File: src/rtl/counter_timer_arbiter_pkg.sv
// Shared types for the timer arbiter: FSM state encoding and the clock/reset control bundle.
package counter_timer_arbiter_pkg;

  typedef enum logic [1:0] {
    IDLE  = 2'd0,
    LOAD  = 2'd1,
    COUNT = 2'd2,
    DONE  = 2'd3
  } state_t;

  typedef struct packed {
    logic Clock;
    logic Reset;
  } Data_Control_Control_T;

endpackage

File: src/rtl/counter_timer_arbiter_counter.sv
// Modulo-MAX up counter with synchronous load (load beats enable); clock/reset come from the ctrl bundle.
module Counter_counter
  import counter_timer_arbiter_pkg::*;
#(
  parameter int MAX   = 12,
  parameter int WIDTH = $clog2(MAX)
) (
  input  Data_Control_Control_T i_ctrl,
  input  logic [WIDTH-1:0]      i_d,
  input  logic                  i_load,
  input  logic                  i_enable,
  output logic [WIDTH-1:0]      o_q
);

  logic             w_clk;
  logic             w_rst;
  logic [WIDTH-1:0] r_q;

  assign w_clk = i_ctrl.Clock;
  assign w_rst = i_ctrl.Reset;
  assign o_q   = r_q;

  always_ff @(posedge w_clk) begin
    if (w_rst) begin
      r_q <= '0;
    end else if (i_load) begin
      r_q <= i_d;
    end else if (i_enable) begin
      r_q <= (r_q == WIDTH'(MAX - 1)) ? '0 : r_q + WIDTH'(1);
    end
  end

endmodule

File: src/rtl/counter_timer_arbiter.sv
// Round-robin arbiter sharing one interval counter among NREQ requesters.
// Grant lasts LOAD + len + DONE cycles; dropping the owner's req aborts without a done pulse.
module counter_timer_arbiter
  import counter_timer_arbiter_pkg::*;
#(
  parameter int NREQ  = 4,
  parameter int MAX   = 12,
  parameter int WIDTH = $clog2(MAX)
) (
  input  Data_Control_Control_T  i_ctrl,
  input  logic [NREQ-1:0]        i_req,
  input  logic [NREQ*WIDTH-1:0]  i_len,
  output logic [NREQ-1:0]        o_grant,
  output logic [NREQ-1:0]        o_done,
  output logic                   o_busy,
  output logic [WIDTH-1:0]       o_elapsed
);

  localparam int IDXW = (NREQ > 1) ? $clog2(NREQ) : 1;
  localparam logic [WIDTH-1:0] LMAX = WIDTH'(MAX - 1);

  logic             w_clk;
  logic             w_rst;
  state_t           r_state;
  logic [IDXW-1:0]  r_idx;
  logic [IDXW-1:0]  r_ptr;
  logic [WIDTH-1:0] r_len;
  logic [NREQ-1:0]  r_grant;
  logic [NREQ-1:0]  r_done;
  logic [IDXW-1:0]  w_pick;
  logic [IDXW-1:0]  w_next;
  logic [WIDTH-1:0] w_len_sel;
  logic [WIDTH-1:0] w_len_clamp;
  logic             w_own_req;
  logic             w_load;
  logic             w_enable;
  logic [WIDTH-1:0] w_q;

  // First requester at or after ptr, searching cyclically.
  function automatic logic [IDXW-1:0] rr_pick(input logic [NREQ-1:0] req,
                                              input logic [IDXW-1:0] ptr);
    logic [IDXW-1:0] pick;
    int              j;
    pick = ptr;
    for (int k = NREQ - 1; k >= 0; k--) begin
      j = (int'(ptr) + k) % NREQ;
      if (req[j]) pick = IDXW'(j);
    end
    return pick;
  endfunction

  assign w_clk       = i_ctrl.Clock;
  assign w_rst       = i_ctrl.Reset;
  assign w_pick      = rr_pick(i_req, r_ptr);
  assign w_len_sel   = i_len[w_pick*WIDTH +: WIDTH];
  assign w_len_clamp = (w_len_sel > LMAX) ? LMAX : w_len_sel;
  assign w_next      = (r_idx == IDXW'(NREQ - 1)) ? '0 : r_idx + IDXW'(1);
  assign w_own_req   = i_req[r_idx];
  assign w_load      = (r_state == LOAD);
  // Gating with the owner's req keeps q frozen on the aborting edge.
  assign w_enable    = (r_state == COUNT) && w_own_req;

  Counter_counter #(
    .MAX   (MAX),
    .WIDTH (WIDTH)
  ) u_counter (
    .i_ctrl   (i_ctrl),
    .i_d      ('0),
    .i_load   (w_load),
    .i_enable (w_enable),
    .o_q      (w_q)
  );

  always_ff @(posedge w_clk) begin
    if (w_rst) begin
      r_state <= IDLE;
      r_idx   <= '0;
      r_ptr   <= '0;
      r_len   <= '0;
      r_grant <= '0;
      r_done  <= '0;
    end else begin
      r_done <= '0;
      case (r_state)
        IDLE: begin
          if (|i_req) begin
            r_idx   <= w_pick;
            r_len   <= w_len_clamp;
            r_grant <= {{(NREQ-1){1'b0}}, 1'b1} << w_pick;
            r_state <= LOAD;
          end
        end
        LOAD: begin
          if (!w_own_req) begin
            r_grant <= '0;
            r_ptr   <= w_next;
            r_state <= IDLE;
          end else if (r_len == '0) begin
            r_done  <= r_grant;
            r_state <= DONE;
          end else begin
            r_state <= COUNT;
          end
        end
        COUNT: begin
          if (!w_own_req) begin
            r_grant <= '0;
            r_ptr   <= w_next;
            r_state <= IDLE;
          end else if (w_q == r_len - WIDTH'(1)) begin
            r_done  <= r_grant;
            r_state <= DONE;
          end
        end
        DONE: begin
          r_grant <= '0;
          r_ptr   <= w_next;
          r_state <= IDLE;
        end
        default: r_state <= IDLE;
      endcase
    end
  end

  assign o_grant   = r_grant;
  assign o_done    = r_done;
  assign o_busy    = (r_state != IDLE);
  assign o_elapsed = (r_state == IDLE) ? '0 : w_q;

endmodule

File: config.mk
export PLATFORM = sky130hd
export DESIGN_NAME = counter_timer_arbiter
export DESIGN_NICKNAME = d
export VERILOG_FILES = /design/src/rtl/counter_timer_arbiter_pkg.sv /design/src/rtl/counter_timer_arbiter_counter.sv /design/src/rtl/counter_timer_arbiter.sv
export SDC_FILE = /design/constraint.sdc
export NUM_CORES = 1
export LEC_CHECK = 0
export ABC_AREA = 0
export CAP_MARGIN = 10
export CORE_ASPECT_RATIO = 0.8
export CORE_MARGIN = 2
export CORE_UTILIZATION = 48
export CTS_BUF_LIST = sky130_fd_sc_hd__clkbuf_16
export DETAILED_ROUTE_END_ITERATION = 6
export GPL_ROUTABILITY_DRIVEN = 0
export HOLD_SLACK_MARGIN = 0.02
export PLACE_DENSITY = 0.79
export SLEW_MARGIN = 20
export SYNTH_ARGS = -nofsm -noshare
export SYNTH_HDL_FRONTEND = slang
export SYNTH_SLANG_ARGS = --single-unit
File: constraint.sdc
create_clock -name i_ctrl -period 2.75 [get_ports i_ctrl]
set_clock_uncertainty 0.2 [all_clocks]
set_input_delay 0.275 -clock i_ctrl [delete_from_list [all_inputs] [get_ports i_ctrl]]
set_output_delay 0.275 -clock i_ctrl [all_outputs]
set_load 0.05 [all_outputs]
==> run summary <==
site row count -> 17
Hold Violations, Final -> 18
share of cells above drive strength 1 -> 0.1015
CP max FO -> 7
OpenROAD warning count -> 52
Total Power -> 2.129 mW
Crit. End Element -> primary output
Hold WC Path Type -> clock port to flop
WP data required -> 2.28 ns
Final Setup Violations -> 0
Iteration-0 DRC Markers -> 155
syn avg cell area -> 8.573 µm²
max-cap viol count -> 0
fp util -> 0.4919
Clock Pin Slew Worst Setup and Hold Paths -> 0.07 ns
outcome -> complete, but fails checks
Commonest flop -> dfxtp_1
Resized Gates After CTS -> 0
largest net degree at the start of global routing -> 15
worst r2r dst -> o_done[2]
post-layout min period -> 2.460 ns
logic area -> 835.8 µm²
ys cells -> 155
kind of critical path -> flop to primary output
grt ovf -> 0
CP max stage delay -> 0.82 ns
PortBufs -> 33
Hold Crit Depth -> 3
cts hold-fix bufs -> 0
count of library flops with an enable pin -> 0
Layout area overhead -> 48.40%
Filler Cells Inserted -> 210
# IOs -> 35
vias per cell -> 5.715
Yosys chip area -> 1329 µm²
setup TNS -> 0 ns
final setup margin -> 0.2900 ns
worst hold start -> i_ctrl[0]
ANT nets after route -> 0
net count after synthesis -> 185
Latency at later pin -> 0.26 ns
worst-case hold path end point -> r_ptr[1]
die width -> 62.83 µm
Syn Inst Count -> 155
Hold Slack -> -0.1211 ns
post-placement worst setup slack -> 0.09854 ns
launching point of the worst reg2reg path -> r_len[0]
Cell Chain, Critical Path -> inv_1 > ha_1 > nor2b_1 > clkdlybuf4s50_1
reg-to-reg setup timing slack -> 0.30 ns
cells on worst reg2reg path -> 10
Die Size -> 3208 µm²
per-cell routed wire length -> 16.65 µm
Synth Warn # -> 0
NumNets Final -> 227
core area -> 2701 µm²
number of global-route vias before repair -> 1515
# Post-CTS Setup Buffers -> 0
Mapped Area -> 1329 µm²
global-route wire length before repair -> 6292 µm
leak pwr -> 0.7718 nW
initial antenna violation count -> 0
n_diodes -> 0
ys async rst share -> 0
Pre-antenna DRT Iters -> 5
failing checks -> hold timing
RSZ-0062 raised after global routing -> no
area by class of cell:
type                       count  area share
clock buffer                   9      0.1142
tap                           38     0.02411
inverter                       8     0.01523
multi-input combinational    121      0.4239
timing repair buffer          35      0.1751
sequential                    22      0.2234
clock inverter                 2     0.02411
critical path: cells and delay by family (launching register included):
kind	cells	cell delay, ns
AND/OR/NAND/NOR	1	0.18
buffers and inverters	2	0.92
flip-flops	1	0.37
adder cells (fa/ha/maj)	1	0.27
worst max path at each step:
stage	start	to	slack [ns]	depth (start not counted)
2_1_floorplan	i_ctrl[0]	o_done[1]	0.49	3
5_1_grt	r_len[0]	o_done[2]	0.14	10
4_1_cts	i_ctrl[0]	o_done[2]	0.30	6
3_3_place_gp	i_req[0]	r_len[0]	0.23	7
6_report	r_state[1]	o_elapsed[0]	0.29	4
3_5_place_dp	i_req[0]	r_len[2]	0.1	7
cells in the final DEF (no fill, tap or decap), types with 2 or more instances in the layout:
cell,count
a211oi_1,3
a21oi_1,10
a221oi_1,2
a32oi_1,3
and2_1,4
buf_4,2
clkbuf_16,9
clkdlybuf4s50_1,33
dfxtp_1,22
ha_1,8
inv_1,8
mux2_2,2
mux2i_1,13
nand2_1,10
nand3_1,4
nor2_1,19
nor2b_1,6
nor3_1,5
nor4_1,3
o21ai_0,7
or2_1,2
xnor2_1,6
registers in the layout, indices dropped and copies added (netlist names):
signal,count
o_done,4
o_grant,4
r_len,4
u_counter.o_q,4
r_idx,2
r_ptr,2
r_state,2
per-stage QoR:
step                instances  hold WS, ns  cell area (µm²)
global placement          224      -0.1309             1699
global route              235      -0.1147             1972
floorplan                 155       0.1558             1329
CTS                       235      -0.1189             1972
finish                    235      -0.1211             1972
detailed placement        224      -0.1309             1699
cells in the mapped netlist, drive strengths merged, types with 2 or more instances:
cell | instances | area (µm²)
or2 | 2 | 12.51
dfxtp | 22 | 440.4
a21oi | 11 | 58.81
a32oi | 3 | 26.28
inv | 8 | 30.03
a211oi | 3 | 22.52
nand3 | 4 | 20.02
nand2 | 10 | 37.54
mux2i | 13 | 130.1
and2 | 5 | 31.28
and2b | 2 | 16.27
mux2 | 2 | 22.52
xnor2 | 6 | 52.55
clkbuf | 3 | 11.26
nor4 | 3 | 18.77
a221oi | 2 | 17.52
nor2 | 20 | 77.58
o21ai | 8 | 40.03
nor3 | 5 | 25.02
nor2b | 6 | 37.54
ha | 8 | 100.1
cells by family after synthesis:
group / share of synthesized area
adders and majority gates: 0.07533
muxes: 0.1318
buffers and inverters: 0.03955
xor gates and xnor gates: 0.03955
AOI/OAI and AO/OA: 0.1629
DFF: 0.3314
and+or+nand+nor: 0.2194
power by group:
group | leakage [nW] | internal [mW] | switching [mW] | total [mW]
Clock | 0.176 | 0.585 | 0.274 | 0.859
Combinational | 0.417 | 0.320 | 0.482 | 0.802
Sequential | 0.179 | 0.398 | 0.0706 | 0.468
Total | 0.772 | 1.30 | 0.827 | 2.13
layer usage:
layer | vias up | GRT usage | routed length (µm)
met5 | - | 0 | 0
met4 | 0 | 0.2889 | 106
met3 | 10 | 0.1564 | 321
met2 | 72 | 0.4122 | 1910
met1 | 637 | 0.2633 | 1575
li1 | 624 | - | -
Figure 1. M2 wires.
Drawn at 4 px/µm.
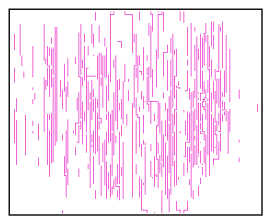
nets with wire on the layer: 201
main direction: vertical
longest straight run: 29.6 µm
wire length on this layer: 1910 µm
DR vias: 1343
met2 Use GR: 0.4122
drt total wl: 3912 µm

Figure 2. Supply network.
Drawn at 6 px/µm. Pins as bars on the die edge. Tap cells in grey.
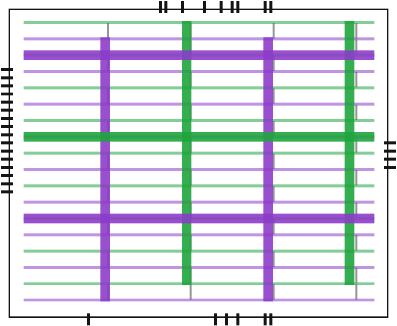
| net | colour |
|---|---|
| VDD | green |
| VSS | purple |
signal pins: 35
tap cells: 38
rows: 17
met4 straps: 4
die height: 51.06 µm
IR drop worst, VDD: 0.4740 mV

Figure 3. Metal layers overlaid.
Drawn at 6 px/µm.
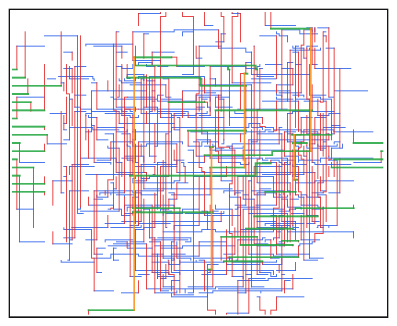
| layer | colour | wire length |
|---|---|---|
| metal 4 | orange | 106 µm |
| metal 2 | red | 1910 µm |
| metal 3 | green | 322 µm |
| metal 1 | blue | 1580 µm |

Power and IR drop assume default switching activity.
